## config.mk

```make
export PLATFORM = sky130hd
export DESIGN_NAME = ppu_status_nmi
export DESIGN_NICKNAME = d
export VERILOG_FILES = /design/src/rtl/ppu_status_nmi_pkg.sv /design/src/rtl/ppu_dot_counter.sv /design/src/rtl/ppu_status_nmi.sv
export SDC_FILE = /design/constraint.sdc
export NUM_CORES = 1
export LEC_CHECK = 0
export ABC_AREA = 1
export CAP_MARGIN = 0
export CORE_MARGIN = 2
export CORE_UTILIZATION = 47
export DETAILED_ROUTE_END_ITERATION = 16
export PLACE_DENSITY = 0.89
export SETUP_SLACK_MARGIN = 0.4
export SKIP_LAST_GASP = 1
export SYNTH_ARGS = -nofsm -noshare
export SYNTH_HDL_FRONTEND = slang
export SYNTH_SLANG_ARGS = --single-unit
```

## constraint.sdc

```tcl
create_clock -name clk -period 1.59 [get_ports clk]
set_clock_uncertainty 0.05 [all_clocks]
set_input_delay 0.318 -clock clk [delete_from_list [all_inputs] [get_ports clk]]
set_output_delay 0.318 -clock clk [all_outputs]
set_load 0.02 [all_outputs]
```

## src/rtl/ppu_status_nmi_pkg.sv

```systemverilog
// Shared register map, status bit layout and address-window decode for the PPU status/NMI block.
// Combinational helpers only, no state and no flow control.
package ppu_status_nmi_pkg;

  localparam logic [2:0] REG_PPUCTRL   = 3'd0;
  localparam logic [2:0] REG_PPUSTATUS = 3'd2;
  localparam logic [2:0] REG_PPUSCROLL = 3'd5;
  localparam logic [2:0] REG_PPUADDR   = 3'd6;

  localparam int STAT_VBL  = 7;
  localparam int STAT_SPR0 = 6;
  localparam int STAT_OVF  = 5;

  localparam logic [2:0] PPU_WINDOW = 3'b001;

  function automatic logic in_window(input logic [15:0] addr);
    return addr[15:13] == PPU_WINDOW;
  endfunction

endpackage

```

## src/rtl/ppu_dot_counter.sv

```systemverilog
// Dot/scanline counters with vblank set and pre-render clear strobes decoded from pre-increment values.
// Advances one dot per dot_en; strobes are combinational from the counter flops and dot_en.
module ppu_dot_counter
  import ppu_status_nmi_pkg::*;
#(
  parameter int DOTS_PER_LINE   = 341,
  parameter int LINES_PER_FRAME = 262,
  parameter int VBLANK_LINE     = 241,
  parameter int PRERENDER_LINE  = 261
) (
  input  logic       clk,
  input  logic       rst,
  input  logic       dot_en,
  output logic [8:0] dot,
  output logic [8:0] line,
  output logic       set_evt,
  output logic       clr_evt
);

  localparam logic [8:0] DOT_LAST  = 9'(DOTS_PER_LINE - 1);
  localparam logic [8:0] LINE_LAST = 9'(LINES_PER_FRAME - 1);
  localparam logic [8:0] VBL_LINE  = 9'(VBLANK_LINE);
  localparam logic [8:0] PRE_LINE  = 9'(PRERENDER_LINE);

  logic [8:0] dot_q, dot_d;
  logic [8:0] line_q, line_d;

  always_comb begin
    dot_d  = dot_q;
    line_d = line_q;
    if (dot_en) begin
      if (dot_q == DOT_LAST) begin
        dot_d  = 9'd0;
        line_d = (line_q == LINE_LAST) ? 9'd0 : line_q + 9'd1;
      end else begin
        dot_d = dot_q + 9'd1;
      end
    end
  end

  always_ff @(posedge clk or posedge rst) begin
    if (rst) begin
      dot_q  <= 9'd0;
      line_q <= 9'd0;
    end else begin
      dot_q  <= dot_d;
      line_q <= line_d;
    end
  end

  assign dot     = dot_q;
  assign line    = line_q;
  assign set_evt = dot_en && (line_q == VBL_LINE) && (dot_q == 9'd1);
  assign clr_evt = dot_en && (line_q == PRE_LINE) && (dot_q == 9'd1);

endmodule

```

## src/rtl/ppu_status_nmi.sv

```systemverilog
// PPUCTRL/PPUSTATUS registers, shared write toggle and vblank NMI pulse generation for the CPU bus window $2000-$3FFF.
// Read data registered one cycle after cpu_read_en; NMI pulse one cycle after nmi_level rises; no backpressure.
module ppu_status_nmi
  import ppu_status_nmi_pkg::*;
#(
  parameter int DOTS_PER_LINE   = 341,
  parameter int LINES_PER_FRAME = 262,
  parameter int VBLANK_LINE     = 241,
  parameter int PRERENDER_LINE  = 261
) (
  input  logic        clk,
  input  logic        rst,
  input  logic        dot_en,
  input  logic [15:0] cpu_addr,
  input  logic [7:0]  cpu_data_in,
  input  logic        cpu_write_en,
  input  logic        cpu_read_en,
  output logic [7:0]  cpu_data_out,
  input  logic        sprite0_hit_in,
  input  logic        overflow_in,
  output logic [7:0]  ppu_status,
  output logic [8:0]  dot,
  output logic [8:0]  line,
  output logic        w_toggle
);

  logic set_evt, clr_evt;

  ppu_dot_counter #(
    .DOTS_PER_LINE  (DOTS_PER_LINE),
    .LINES_PER_FRAME(LINES_PER_FRAME),
    .VBLANK_LINE    (VBLANK_LINE),
    .PRERENDER_LINE (PRERENDER_LINE)
  ) u_dot_counter (
    .clk    (clk),
    .rst    (rst),
    .dot_en (dot_en),
    .dot    (dot),
    .line   (line),
    .set_evt(set_evt),
    .clr_evt(clr_evt)
  );

  // Only the window bits and the mirrored index matter; the rest of the address is don't-care.
  logic unused_addr;
  assign unused_addr = ^cpu_addr[12:3];

  logic       sel, wr_en, rd_en, rd_status;
  logic [2:0] idx;
  assign sel       = in_window(cpu_addr);
  assign idx       = cpu_addr[2:0];
  assign wr_en     = cpu_write_en & sel;
  assign rd_en     = cpu_read_en & sel;
  assign rd_status = rd_en && (idx == REG_PPUSTATUS);

  logic       vblank_q, vblank_d;
  logic       nmi_en_q, nmi_en_d;
  logic       sprite0_q, sprite0_d;
  logic       ovf_q, ovf_d;
  logic [7:0] open_bus_q, open_bus_d;
  logic       w_toggle_q, w_toggle_d;
  logic [7:0] data_out_q, data_out_d;
  logic       nmi_level_q, nmi_level_d;
  logic       nmi_pulse_q, nmi_pulse_d;
  logic [7:0] status_byte;

  always_comb begin
    status_byte            = {3'b000, open_bus_q[4:0]};
    status_byte[STAT_VBL]  = vblank_q;
    status_byte[STAT_SPR0] = sprite0_q;
    status_byte[STAT_OVF]  = ovf_q;

    // A status read on the set edge both returns 0 and keeps vblank low: the race suppresses this frame's NMI.
    if (clr_evt)        vblank_d = 1'b0;
    else if (rd_status) vblank_d = 1'b0;
    else if (set_evt)   vblank_d = 1'b1;
    else                vblank_d = vblank_q;

    sprite0_d = clr_evt ? 1'b0 : (sprite0_q | sprite0_hit_in);
    ovf_d     = clr_evt ? 1'b0 : (ovf_q | overflow_in);

    nmi_en_d   = (wr_en && idx == REG_PPUCTRL) ? cpu_data_in[7] : nmi_en_q;
    open_bus_d = wr_en ? cpu_data_in : open_bus_q;

    w_toggle_d = w_toggle_q;
    if (rd_status)
      w_toggle_d = 1'b0;
    else if (wr_en && (idx == REG_PPUSCROLL || idx == REG_PPUADDR))
      w_toggle_d = ~w_toggle_q;

    data_out_d = data_out_q;
    if (rd_en)
      data_out_d = (idx == REG_PPUSTATUS) ? status_byte : open_bus_q;

    nmi_level_d = vblank_q & nmi_en_q;
    nmi_pulse_d = nmi_level_d & ~nmi_level_q;
  end

  always_ff @(posedge clk or posedge rst) begin
    if (rst) begin
      vblank_q    <= 1'b0;
      nmi_en_q    <= 1'b0;
      sprite0_q   <= 1'b0;
      ovf_q       <= 1'b0;
      open_bus_q  <= 8'h00;
      w_toggle_q  <= 1'b0;
      data_out_q  <= 8'h00;
      nmi_level_q <= 1'b0;
      nmi_pulse_q <= 1'b0;
    end else begin
      vblank_q    <= vblank_d;
      nmi_en_q    <= nmi_en_d;
      sprite0_q   <= sprite0_d;
      ovf_q       <= ovf_d;
      open_bus_q  <= open_bus_d;
      w_toggle_q  <= w_toggle_d;
      data_out_q  <= data_out_d;
      nmi_level_q <= nmi_level_d;
      nmi_pulse_q <= nmi_pulse_d;
    end
  end

  assign cpu_data_out = data_out_q;
  assign ppu_status   = {nmi_pulse_q, 7'b0000000};
  assign w_toggle     = w_toggle_q;

endmodule

```

==> flow_summary.ini, run 1 <==
; synthesis and place-and-route metrics
[worst_setup_path]
reg2reg_from = u_dot_counter.dot[0]
worstPathArrival_ns = 1.01
critPathRequiredTime_ns = 1.22
start_kind = flip-flop

[place]
dpl.cell_count = 393

[sta]
whs_ns = 0.350
setup_violations = 0

[run_status]
outcome = completed

[global_route]
grt_pass1_wl_um = 8800
grt_max_degree = 42
grt_pass1_vias = 2024

[yosys]
netlist.area_leader.share_pct = 47.1
synth_seq_share_pct = 47.1
ys_top_cells_by_area = dfrtp_1, nand2_1, inv_1
ys_seq_elements = 41
ys_types = 27

[routing]
via_per_inst = 5.02

[pwr]
p_per_area_nw_per_um2 = 1180

[floorplan]
die_w_um = 72.1
die-area_um2 = 5190

[cts]
h-tree-depth = 2
clock_path_buffers = 2
## run 1: worst max path at each step
stage / cells after the start / from / end
2_1_floorplan: 8 / u_dot_counter.dot[0] / u_dot_counter.line[4]
3_3_place_gp: 8 / dot_en / u_dot_counter.line[4]
3_5_place_dp: 7 / dot_en / ovf_q
4_1_cts: 7 / u_dot_counter.dot[0] / u_dot_counter.line[3]
5_1_grt: 8 / u_dot_counter.dot[8] / u_dot_counter.line[6]
6_report: 2 / u_dot_counter.dot[1] / dot[1]
## run 1: per-stage QoR
step | util, % | power, mW | instance area (um2)
final | 74.1 | 3.85 | 3270
after global routing | 74.1 | 4.05 | 3270
after CTS | 71.2 | 3.75 | 3140
after detailed placement | 64.5 | 2.59 | 2850
after global placement | 64.5 | 2.54 | 2850
after floorplan | - | 2.07 | 2260
## run 1: registers in the layout, summed over array words and instances, names as in the netlist, 8 cells and up
register and cells:
u_dot_counter.dot 9, open_bus_q 8, u_dot_counter.line 9, cpu_data_out 8
## run 1: critical path: stages, from the launching register on
cell	delay, ns
dfrtp_2	0.45
buf_4	0.15
buf_6	0.12
## run 1: placed cells by master, fill, tap and decap left out, drive strengths merged
| cell | netlist | layout |
|---|---|---|
| nand3b | 1 | 1 |
| inv | 42 | 41 |
| nand2 | 81 | 81 |
| nor2 | 36 | 36 |
| xor2 | 2 | 2 |
| clkinvlp | 0 | 1 |
| buf | 12 | 67 |
| o21a | 2 | 2 |
| clkbuf | 1 | 5 |
| clkdlybuf4s50 | 0 | 14 |
| ha | 5 | 5 |
| dfrtp | 41 | 41 |
| dlygate4sd2 | 0 | 4 |
| o21ai | 24 | 24 |
| dlymetal6s2s | 0 | 2 |
| or2 | 1 | 1 |
| nand4 | 4 | 4 |
| nand3 | 22 | 22 |
| bufinv | 0 | 2 |
| nor3 | 6 | 6 |
| clkinv | 0 | 1 |
| a21oi | 3 | 3 |
| conb | 1 | 7 |
## run 1: cells by family (layout without fill, tap and decap cells)
family                     count (synthesis)  after routing  share of synthesized area [%]
and+or+nand+nor                          151            151                           29.8
buffers and inverters                     55            137                           12.0
DFF                                       41             41                           47.1
AOI/OAI and AO/OA                         29             29                           7.24
adders and majority gates                  5              5                           2.87
xor gates and xnor gates                   2              2                          0.805
other                                      1              7                          0.172
## run 1: metal layers
layer  share of wire [%]  wire, um  GRT usage (%)  vias to the layer above
met3                 5.0       279           5.14                       12
li1                    -         -              -                     1047
met4                 2.1       116           8.60                        0
met2                  52      2870           38.0                       68
met5                   0         0              0                        -
met1                  41      2270           26.1                     1002
## run 1: repair_timing
action / CTS / global route
pin swaps: 4 / 8
gates cloned: 1 / 0
buffers inserted: 15 / 7
endpoints found under the setup margin: 67 / 65
gates resized: 175 / 29
## run 1: where the power goes
group          switching, mW  internal (mW)
clock                  0.377          0.624
sequential             0.192           1.24
combinational          0.720          0.694
total                   1.29           2.56
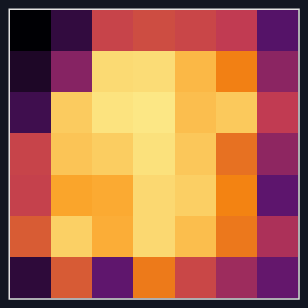
**Above:** run 1 (cell area per tile).
Scale: 4 px per um. The die is cut into 7 by 7 equal tiles; black is low, pale yellow is high, 0 to 100% covered.
tiles over 75% full = 41%
emptiest ninth of the die = north-west
nearly empty tiles = 2.0%
fullest tile = 95%
densest ninth of the die = centre
core area: 4410 um2
Core Util, Final: 74.1%
Starting Density: 49.3%

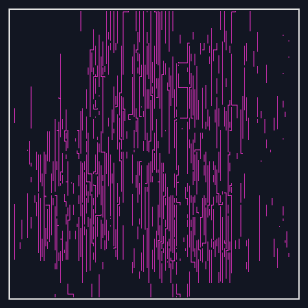
**Above:** run 1 (metal 2).
Scale: 4 px per um.
longest straight run = 29.9 um
wire length on this layer = 2870 um
nets with wire on the layer = 345
share of all routed wire = 52%

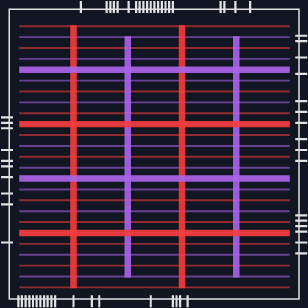
**Above:** run 1 (floorplan with the power grid).
Scale: 4 px per um. Pins as bars on the die edge.
purple -> VDD
red -> VSS
met1 rails = 25
signal pins = 66
met5 straps = 4

==> run 1 -> run 2 <==
- CORE_UTILIZATION: 47 -> 50
- PLACE_DENSITY: 0.89 -> 0.93
- SKIP_LAST_GASP: 1 -> not set
- clock period: 1.59 -> 1.7 ns (I/O delays scaled with it)
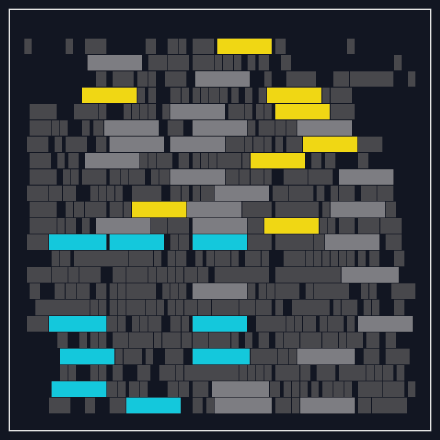
**Above:** run 2 (register map, names as in the netlist).
Scale: 6 px per um. Other sequential cells in the stronger grey, the rest of the logic in the fainter grey.
cyan -> `u_dot_counter.line`  # placed flops 9
yellow -> `cpu_data_out`  # placed flops 8
not coloured = 24
Register Area: 1030 um2
P_seq: 1.30 mW
Seq/total area: 32.5%
Core Util, Final: 78.0%

==> flow_summary.ini, run 2 <==
; synthesis and place-and-route metrics
[run_status]
outcome = completed

[yosys]
synth_seq_share_pct = 47.1
ys_seq_elements = 41
ys_types = 27
synthMuxAreaShare_pct = 0
adder_share_pct = 2.87
ys_top_cells_by_area = dfrtp_1, nand2_1, inv_1
xor_share_pct = 0.805
top_logic_kind = simple AND/OR/NAND/NOR gates
synthSimpleGateAreaFrac_pct = 29.8
netlist.area_leader.share_pct = 47.1
aoi_share_pct = 7.24

[global_route]
grt_usage_pct = 23.4
antenna_found_initial = 0
grt_pass1_wl_um = 9060
grt_pass1_vias = 2009
grt_max_degree = 42

[floorplan]
fp.coreArea_um2 = 4090
die_w_um = 70.0
rows = 23
die-area_um2 = 4900

[cts]
cts_tree = yes
cts.sinks = 41
clock_path_buffers = 2
h-tree-depth = 2

[worst_setup_path]
crit_path_max_fanout = 7
reg2reg_from = u_dot_counter.dot[0]
worstPathArrival_ns = 1.62
start_kind = flip-flop
critPathRequiredTime_ns = 1.89

[pwr]
pwr-share-comb_pct = 39.0
p_switching_mw = 1.31
p_per_area_nw_per_um2 = 1090
p_int_mw = 2.15
clkPwrFrac_pct = 23.5
seqPwrFrac_pct = 37.5
switching_share_pct = 38.0

[routing]
num_vias = 2184

[sta]
setup_violations = 0
hold_viol = 0
period_minus_slack_ns = 1.43

[cells_and_area]
final_cell_mix = nand2_1, dfrtp_1, inv_1
layout_top_cell = nand2_1
design_area_um2 = 3190

[place]
place_area_um2 = 2810
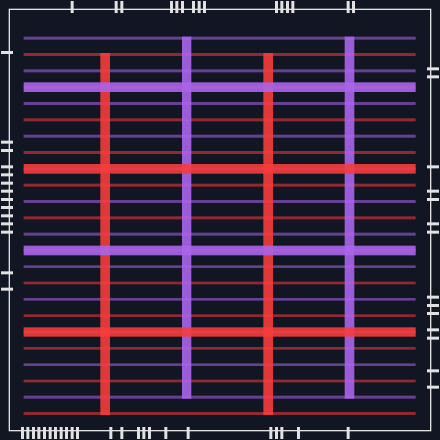
**Above:** run 2 (floorplan with the power grid).
Scale: 6 px per um. Pins as bars on the die edge.
purple -> VDD
red -> VSS
met4 straps = 4
met1 rails = 24
rows = 23

-- run 2: netlist changes by cell type in the layout (fill, tap and decap cells not counted), moves of 3 or more --
| cell | previous run | this run |
|---|---|---|
| buf_2 | 1 | 24 |
| buf_4 | 32 | 27 |
| buf_6 | 32 | 8 |
| dlygate4sd2_1 | 4 | 0 |
| dlymetal6s2s_1 | 2 | 5 |
| nand3_1 | 17 | 14 |
| nand3_2 | 3 | 6 |
| nor2_4 | 2 | 6 |
-- run 2: logic make-up after synthesis --
kind of cell	Yosys count
simple gates	151
buf+inv	55
flops	41
compound gates	29
fa+ha+maj	5
xor+xnor	2
other cells	1
-- run 2: area by class of cell --
type | instances | area [um2] | share of cell area, %
clock inverter | 3 | 46.3 | 1.45
timing repair inverter | 1 | 6.26 | 0.196
inverter | 42 | 174 | 5.46
clock buffer | 5 | 68.8 | 2.16
sequential | 41 | 1030 | 32.5
multi-input combinational | 194 | 1100 | 34.7
timing repair buffer | 82 | 691 | 21.7
tap | 50 | 62.6 | 1.96
-- run 2: repair_timing --
item	in CTS	in global routing
gates resized	136	47
cloned	0	2
buffers inserted	10	9
pin swaps	6	13
setup endpoints to repair	50	45
-- run 2: worst max-delay path by stage --
stage,start,endpoint,slack [ns],cells past startpoint
floorplan,u_dot_counter.dot[0],u_dot_counter.line[4],0.31,8
global placement,dot_en,u_dot_counter.line[4],0.02,8
detailed placement,dot_en,u_dot_counter.line[4],-0.007,8
CTS,u_dot_counter.dot[0],u_dot_counter.line[6],0.31,7
global route,u_dot_counter.dot[7],u_dot_counter.line[6],0.22,8
finish,u_dot_counter.dot[0],u_dot_counter.line[6],0.27,8
-- run 2: critical path, cell delays in order, from the launching register on --
cell     delay [ns]
dfrtp_2        0.47
inv_4          0.09
ha_4           0.13
nand3_4        0.08
nor2_4         0.11
buf_6          0.15
buf_12         0.13
nand3_2        0.07
o21ai_1        0.09
-- run 2: power by group through the flow --
stage,sequential (mW),clock [mW],combinational [mW]
floorplan,1.50,0,0.412
global placement,1.31,0,1.04
detailed placement,1.32,0,1.09
CTS,1.28,0.818,1.11
global route,1.32,0.867,1.45
finish,1.30,0.813,1.35
-- run 2: through the flow --
stage | cells | hold WS (ns) | power (mW) | utilization [%] | TNS [ns]
after CTS | 407 | 0.366 | 3.21 | 72.0 | 0
after global routing | 418 | 0.391 | 3.64 | 78.0 | 0
after global placement | 389 | 0.331 | 2.35 | 68.8 | 0
after floorplan | 290 | 0.275 | 1.91 | - | 0
after detailed placement | 389 | 0.355 | 2.40 | 68.8 | -0.00721
final | 418 | 0.365 | 3.46 | 78.0 | 0
-- run 2: metal layers --
layer  track usage (%)  vias to the layer above  share of wire (%)
li1                  -                     1031                  -
met1              27.4                     1032                 38
met5                 0                        -                  0
met3              5.05                       18                6.6
met2              41.7                      103                 53
met4              8.55                        0                2.5
==> run 2 -> run 3 <==
- CORE_UTILIZATION: 50 -> 42
- PLACE_DENSITY: 0.93 -> 0.85
- clock period: 1.7 -> 1.2 ns (I/O delays scaled with it)
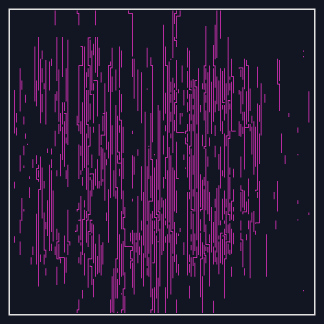
**Above:** run 3 (metal 2).
Scale: 4 px per um.
wire length on this layer = 3350 um
nets with wire on the layer = 341
share of all routed wire = 54%

==> flow_summary.ini, run 3 <==
; synthesis and place-and-route metrics
[global_route]
grt_pass1_vias = 2115
antenna_found_initial = 0
grt_pass1_wl_um = 9320

[worst_setup_path]
start_kind = flip-flop
critPathRequiredTime_ns = 1.34
crit_path_max_fanout = 11
worstPathArrival_ns = 1.53

[cts]
h-tree-depth = 2
cts.sinks = 41
clock_path_buffers = 2

[run_status]
outcome = finished with violations
violations = setup timing

[pwr]
total_power_mw = 5.32

[place]
dpl.cell_count = 424

[yosys]
ys_top_cells_by_area = dfrtp_1, nand2_1, inv_1
synthSimpleGateAreaFrac_pct = 29.8
aoi_share_pct = 7.24
synth_seq_share_pct = 47.1
top_logic_kind = simple AND/OR/NAND/NOR gates
xor_share_pct = 0.805
synthMuxAreaShare_pct = 0

[cells_and_area]
design_area_um2 = 3560
final_cell_mix = nand2_1, buf_6, dfrtp_1
layout_top_cell = nand2_1

[floorplan]
fp.coreArea_um2 = 5040
fp_util_pct = 43.2
die-area_um2 = 5780

[routing]
num_vias = 2202
via_per_inst = 4.92

[sta]
setup_slack_ns = -0.189
setup_violations = 26
hold_viol = 0
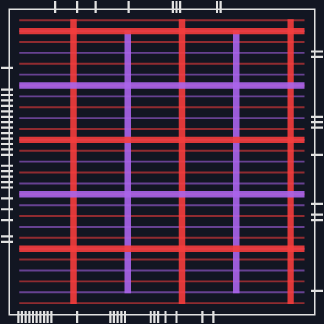
**Above:** run 3 (floorplan with the power grid).
Scale: 4 px per um. Pins as bars on the die edge.
red -> VSS
purple -> VDD
met5 straps = 5
signal pins = 66
met4 straps = 5
rows = 26
Die X: 76.0 um
worst vdd ir: 885 uV
Die Ht: 76.0 um

==> run 3: cell count changes in the layout (fill, tap and decap cells not counted), sizes merged <==
cell / delta
inv: -1
buf: +17
clkbuf: -1
clkdlybuf4s50: -4
dlymetal6s2s: -5
clkdlybuf4s15: +1
dlygate4sd2: +3
==> run 3: cell type report <==
type / count / area, um2 / share of cell area, %
Multi-Input combinational cell: 194 / 1200 / 33.6
Clock inverter: 3 / 46.3 / 1.30
Tap cell: 70 / 87.6 / 2.46
Inverter: 42 / 176 / 4.95
Timing Repair Buffer: 93 / 948 / 26.6
Clock buffer: 5 / 68.8 / 1.93
Sequential cell: 41 / 1040 / 29.1
==> run 3: per-stage QoR <==
step | hold WS (ns) | setup TNS [ns] | utilization (%)
finish | 0.227 | -3.24 | 70.6
floorplan | 0.175 | -2.35 | -
global placement | 0.336 | -14.99 | 60.0
global route | 0.278 | -4.70 | 70.6
detailed placement | 0.348 | -16.25 | 60.0
CTS | 0.231 | -2.44 | 65.7
==> run 3: worst max-delay path, cell delays in order (launching register included) <==
cell,delay (ns)
dfrtp_2,0.45
inv_2,0.10
ha_4,0.15
nand3_4,0.08
nor2_4,0.15
inv_2,0.14
nand3_1,0.13
inv_1,0.05
==> run 3: kinds of logic (layout without fill, tap and decap cells) <==
logic type / after synthesis / count (layout)
compound gates: 29 / 29
xor+xnor: 2 / 2
fa+ha+maj: 5 / 5
simple gates: 151 / 151
buf+inv: 55 / 143
flops: 41 / 41
other cells: 1 / 7
==> run 3: routing by layer <==
layer  vias up  GRT usage (%)  part of all wire, %  routed length (um)
met4         0           6.55                  2.8                 172
met1      1049           23.1                   38                2370
met3        16           3.79                  5.0                 313
li1       1052              -                    -                   -
met5         -              0                    0                   0
met2        85           36.4                   54                3350
==> run 3: worst max-delay path by stage <==
stage,start,end,slack [ns],depth (start not counted)
6_report,u_dot_counter.dot[1],u_dot_counter.dot[2],-0.19,7
5_1_grt,u_dot_counter.dot[1],u_dot_counter.line[8],-0.27,7
4_1_cts,u_dot_counter.line[1],u_dot_counter.line[0],-0.15,8
3_5_place_dp,dot_en,sprite0_q,-0.43,7
3_3_place_gp,dot_en,sprite0_q,-0.40,7
2_1_floorplan,u_dot_counter.dot[0],u_dot_counter.line[3],-0.18,8
==> run 3: power by group <==
part / internal [mW] / total (mW) / switching [mW]
Sequential: 1.65 / 1.93 / 0.287
Clock: 0.623 / 1.15 / 0.528
Combinational: 1.09 / 2.24 / 1.15
==> run 3: repair_timing <==
action | CTS | global route
resized | 222 | 54
setup buffers | 7 | 9
pin swaps | 13 | 25
endpoints found under the setup margin | 67 | 55
endpoints found under the hold margin | 0 | 0
Power and IR drop assume default switching activity.
